[src/rtl/temp_bcd_conv.sv]
// ADT7420 raw temperature to sign + BCD digits via a 9-cycle double dabble; done 11 edges after start.
// Optional macro TEMP_FRAC_TENTHS_EN adds a tenths digit; without it tenths is the 4'hF blank code.
module temp_bcd_conv (
  input  logic        clk1,
  input  logic        rst_n,
  input  logic        start,
  input  logic [15:0] dis_data,
  output logic        busy,
  output logic        done,
  output logic        sign,
  output logic [3:0]  huns,
  output logic [3:0]  tens,
  output logic [3:0]  ones,
  output logic [3:0]  tenths
);

  typedef enum logic [1:0] {IDLE, LOAD, SHIFT, FIN} state_t;

  state_t      r_state;
  state_t      w_state_nxt;
  logic        w_busy;
  logic [12:0] r_raw;
  logic        r_neg;
  logic [8:0]  r_bin;
  logic [11:0] r_bcd;
  logic [3:0]  r_cnt;
  logic        r_done;
  logic        r_sign;
  logic [3:0]  r_huns;
  logic [3:0]  r_tens;
  logic [3:0]  r_ones;
  logic [13:0] w_mag;
  logic [11:0] w_adj;

  // Absolute value of the 13-bit reading; -4096 needs the extra bit to become +4096.
  assign w_mag = r_raw[12] ? (14'd0 - {r_raw[12], r_raw}) : {1'b0, r_raw};

  assign w_adj[3:0]  = (r_bcd[3:0]  >= 4'd5) ? r_bcd[3:0]  + 4'd3 : r_bcd[3:0];
  assign w_adj[7:4]  = (r_bcd[7:4]  >= 4'd5) ? r_bcd[7:4]  + 4'd3 : r_bcd[7:4];
  assign w_adj[11:8] = (r_bcd[11:8] >= 4'd5) ? r_bcd[11:8] + 4'd3 : r_bcd[11:8];

`ifdef TEMP_FRAC_TENTHS_EN
  logic [3:0] r_frac;
  logic [3:0] r_tenths;
  logic [7:0] w_frac_x10;
  logic       w_unused;

  assign w_frac_x10 = {1'b0, r_frac, 3'b000} + {3'b000, r_frac, 1'b0};
  assign tenths     = r_tenths;
  assign w_unused   = &{1'b0, dis_data[2:0], w_mag[13]};
`else
  logic w_unused;

  assign tenths   = 4'hF;
  assign w_unused = &{1'b0, dis_data[2:0], w_mag[13], w_mag[3:0]};
`endif

  always_ff @(posedge clk1 or negedge rst_n) begin
    if (!rst_n) begin
      r_state <= IDLE;
    end else begin
      r_state <= w_state_nxt;
    end
  end

  always_comb begin
    w_state_nxt = r_state;
    w_busy      = 1'b0;
    case (r_state)
      IDLE: begin
        if (start) w_state_nxt = LOAD;
      end
      LOAD: begin
        w_busy      = 1'b1;
        w_state_nxt = SHIFT;
      end
      SHIFT: begin
        w_busy = 1'b1;
        if (r_cnt == 4'd8) w_state_nxt = FIN;
      end
      FIN: begin
        w_busy      = 1'b1;
        w_state_nxt = IDLE;
      end
      default: w_state_nxt = IDLE;
    endcase
  end

  always_ff @(posedge clk1 or negedge rst_n) begin
    if (!rst_n) begin
      r_raw  <= 13'd0;
      r_neg  <= 1'b0;
      r_bin  <= 9'd0;
      r_bcd  <= 12'd0;
      r_cnt  <= 4'd0;
      r_done <= 1'b0;
      r_sign <= 1'b0;
      r_huns <= 4'd0;
      r_tens <= 4'd0;
      r_ones <= 4'd0;
`ifdef TEMP_FRAC_TENTHS_EN
      r_frac   <= 4'd0;
      r_tenths <= 4'd0;
`endif
    end else begin
      r_done <= 1'b0;
      case (r_state)
        IDLE: begin
          if (start) r_raw <= dis_data[15:3];
        end
        LOAD: begin
          r_neg <= r_raw[12];
          r_bin <= w_mag[12:4];
          r_bcd <= 12'd0;
          r_cnt <= 4'd0;
`ifdef TEMP_FRAC_TENTHS_EN
          r_frac <= w_mag[3:0];
`endif
        end
        SHIFT: begin
          r_bcd <= {w_adj[10:0], r_bin[8]};
          r_bin <= {r_bin[7:0], 1'b0};
          r_cnt <= r_cnt + 4'd1;
        end
        FIN: begin
          // All visible results change on this one edge so no partial value is ever seen.
          r_done <= 1'b1;
          r_sign <= r_neg;
          r_huns <= r_bcd[11:8];
          r_tens <= r_bcd[7:4];
          r_ones <= r_bcd[3:0];
`ifdef TEMP_FRAC_TENTHS_EN
          r_tenths <= w_frac_x10[7:4];
`endif
        end
        default: ;
      endcase
    end
  end

  assign busy = w_busy;
  assign done = r_done;
  assign sign = r_sign;
  assign huns = r_huns;
  assign tens = r_tens;
  assign ones = r_ones;

endmodule
[config.mk]
export PLATFORM = sky130hd
export DESIGN_NAME = temp_bcd_conv
export DESIGN_NICKNAME = d
export VERILOG_FILES = /design/src/rtl/temp_bcd_conv.sv
export SDC_FILE = /design/constraint.sdc
export NUM_CORES = 1
export LEC_CHECK = 0
export CORE_UTILIZATION = 55
export CTS_BUF_LIST = sky130_fd_sc_hd__clkbuf_2
export DETAILED_ROUTE_END_ITERATION = 6
export PLACE_DENSITY = 0.77
export SYNTH_ARGS = -nofsm -noshare
export SYNTH_HDL_FRONTEND = slang
export SYNTH_SLANG_ARGS = --single-unit
[constraint.sdc]
create_clock -name clk1 -period 4.71 [get_ports clk1]
set_input_delay 0.7065 -clock clk1 [delete_from_list [all_inputs] [get_ports clk1]]
set_output_delay 0.7065 -clock clk1 [all_outputs]
set_load 0.03 [all_outputs]
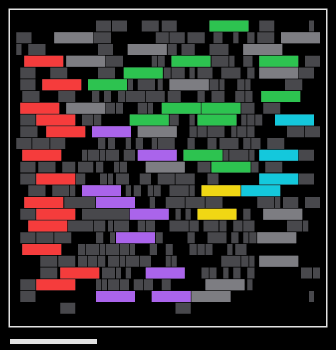
*Where the registers sit*
Bar = 20 um.
| color | signal | placed flops |
|---|---|---|
| yellow | r_state | 2 |
| cyan | ones | 4 |
| red | r_raw | 13 |
| purple | r_bin | 9 |
| green | r_bcd | 12 |
not colored: 15
sequential share of cell area: 43.74%
post-layout util: 65.75%
register area: 1376 um2
Seq group: 738 uW

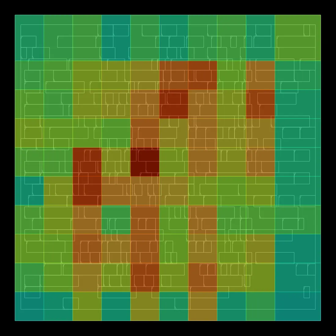
*Congestion heat map*
met1 usage: 25.18%
met2 usage: 31.89%

==> run_results.csv <==
group,metric,value,unit
run_status,status,"finished clean",
finish,comb_area,1226,um2
detailed_routing,drc,0,
clocking,root_buffer,"clkbuf_2",
pwr,ir_worst_vdd,0.3454,mV
global_route,grt_pass1_vias,1720,
clocking,cts_tree,"done",
yosys,syn-cell-area,2775,um2
clocking,cts_setup_buffers,0,
global_route,grt_antenna_before_repair,0,
critical_path,crit_path_cell_trace,"inv_1, ha_1, inv_1, clkdlybuf4s50_1",
yosys,ys_async_sr_fraction,100.0,%
sta,worst_pin_slew,0.8148,ns
critical_path,cp_common_cell,"inv_1",
critical_path,max_stage_delay,0.66,ns
detailed_routing,drt-met1-wl,2138,um
yosys,ys_seq_share,49.59,%
yosys,yosysTopAreaCell,"dfrtp_1",
yosys,yosys_cells,253,
yosys,ys_chip_area,2775,um2
critical_path,critPathKind,"flip-flop to output pin",
detailed_routing,drt_pre_antenna_iters,4,
yosys,ff_type,"dfrtp_1",
sta,hold_violations,0,
global_route,grt.total_usage,19.59,%
critical_path,cp.arrival,1.94,ns
finish,lay_top_count,"dfrtp_1",
finish,diodes,0,
critical_path,crit_path_max_fanout,4,
placement,io_buffers,30,
floorplan,core_area,4786,um2
clocking,ctsLongestPathBuffers,2,
detailed_routing,via_per_inst,5.305,
==> Yosys cell counts (2+ instances only) <==
cell type and n:
o21ai_1 2, nand3_1 8, clkbuf_1 7, nor2_1 7
inv_1 23, nor2b_1 4, o21ai_0 23, o211ai_1 2
buf_6 3, xor2_1 3, mux2i_1 2, o22ai_1 7
ha_1 13, xnor2_1 5, o32ai_1 2, mux2_2 31
buf_4 4, and3_1 3, buf_1 2, o311ai_0 2
o31ai_1 2, nand2b_1 4, dfrtp_1 55, nor3b_1 2
nand2_1 13, nor3_1 3, a31oi_1 2, nand4b_1 2
a21oi_1 5
==> how the worst min path moves through the flow <==
stage	slack (ns)	cells past startpoint	to	from
floorplan	0.41	0	done	rst_n
global placement	0.47	2	r_bin[4]	r_bin[4]
detailed placement	0.48	2	r_bin[4]	r_bin[4]
CTS	0.35	2	r_raw[10]	rst_n
global route	0.35	2	r_raw[11]	rst_n
finish	0.35	2	r_cnt[0]	rst_n
==> registers in the layout, indices dropped and copies added, names as in the netlist <==
name	cells
r_neg	1
tens	4
ones	4
r_bin	9
r_cnt	4
r_raw	13
done	1
r_bcd	12
r_state	2
sign	1
huns	4
==> per-stage QoR <==
| step | total power, mW | worst slack (ns) | area, um2 |
|---|---|---|---|
| 6_report | 1.769 | 2.063 | 3147 |
| 5_1_grt | 1.924 | 1.926 | 3147 |
| 4_1_cts | 1.787 | 2.037 | 3147 |
| 3_5_place_dp | 1.556 | 2.576 | 3083 |
| 3_3_place_gp | 1.532 | 2.587 | 3083 |
| 2_1_floorplan | 1.389 | 2.992 | 2786 |
==> per-layer routing <==
metal,vias to the layer above,global-route usage (%)
met2,36,31.89
met3,7,5.249
met5,-,0
met1,877,25.18
li1,921,-
met4,0,6.972
==> critical path, delay by kind of cell (launching register included) <==
kind,cells,cell delay [ns]
fa+ha+maj,1,0.22
flops,1,0.47
buf+inv,3,0.81
==> final cells by class <==
| class | instances | share of cell area (%) |
|---|---|---|
| Sequential cell | 55 | 43.74 |
| Multi-Input combinational cell | 162 | 38.97 |
| Timing Repair Buffer | 32 | 9.861 |
| Inverter | 23 | 2.744 |
| Tap cell | 67 | 2.664 |
| Clock inverter | 3 | 1.233 |
| Clock buffer | 5 | 0.7952 |
==> power by group <==
| part | switching [mW] | internal, mW | total (mW) |
|---|---|---|---|
| clock network | 0.142 | 0.0872 | 0.229 |
| logic | 0.449 | 0.353 | 0.802 |
| registers | 0.118 | 0.620 | 0.738 |
==> cells by family (layout without fill, tap and decap cells) <==
kind of cell / count (synthesis) / in the layout / synth area share (%)
buffers and inverters: 39 / 63 / 6.628
AND/OR/NAND/NOR: 54 / 54 / 10.96
XOR/XNOR: 8 / 8 / 2.525
adder cells (fa/ha/maj): 13 / 13 / 5.861
AND-OR/OR-AND: 50 / 50 / 11.00
other: 1 / 4 / 0.1351
multiplexers: 33 / 33 / 13.30
flip-flops: 55 / 55 / 49.59
Power figures rest on the tool's default switching activity, not on a simulated workload.
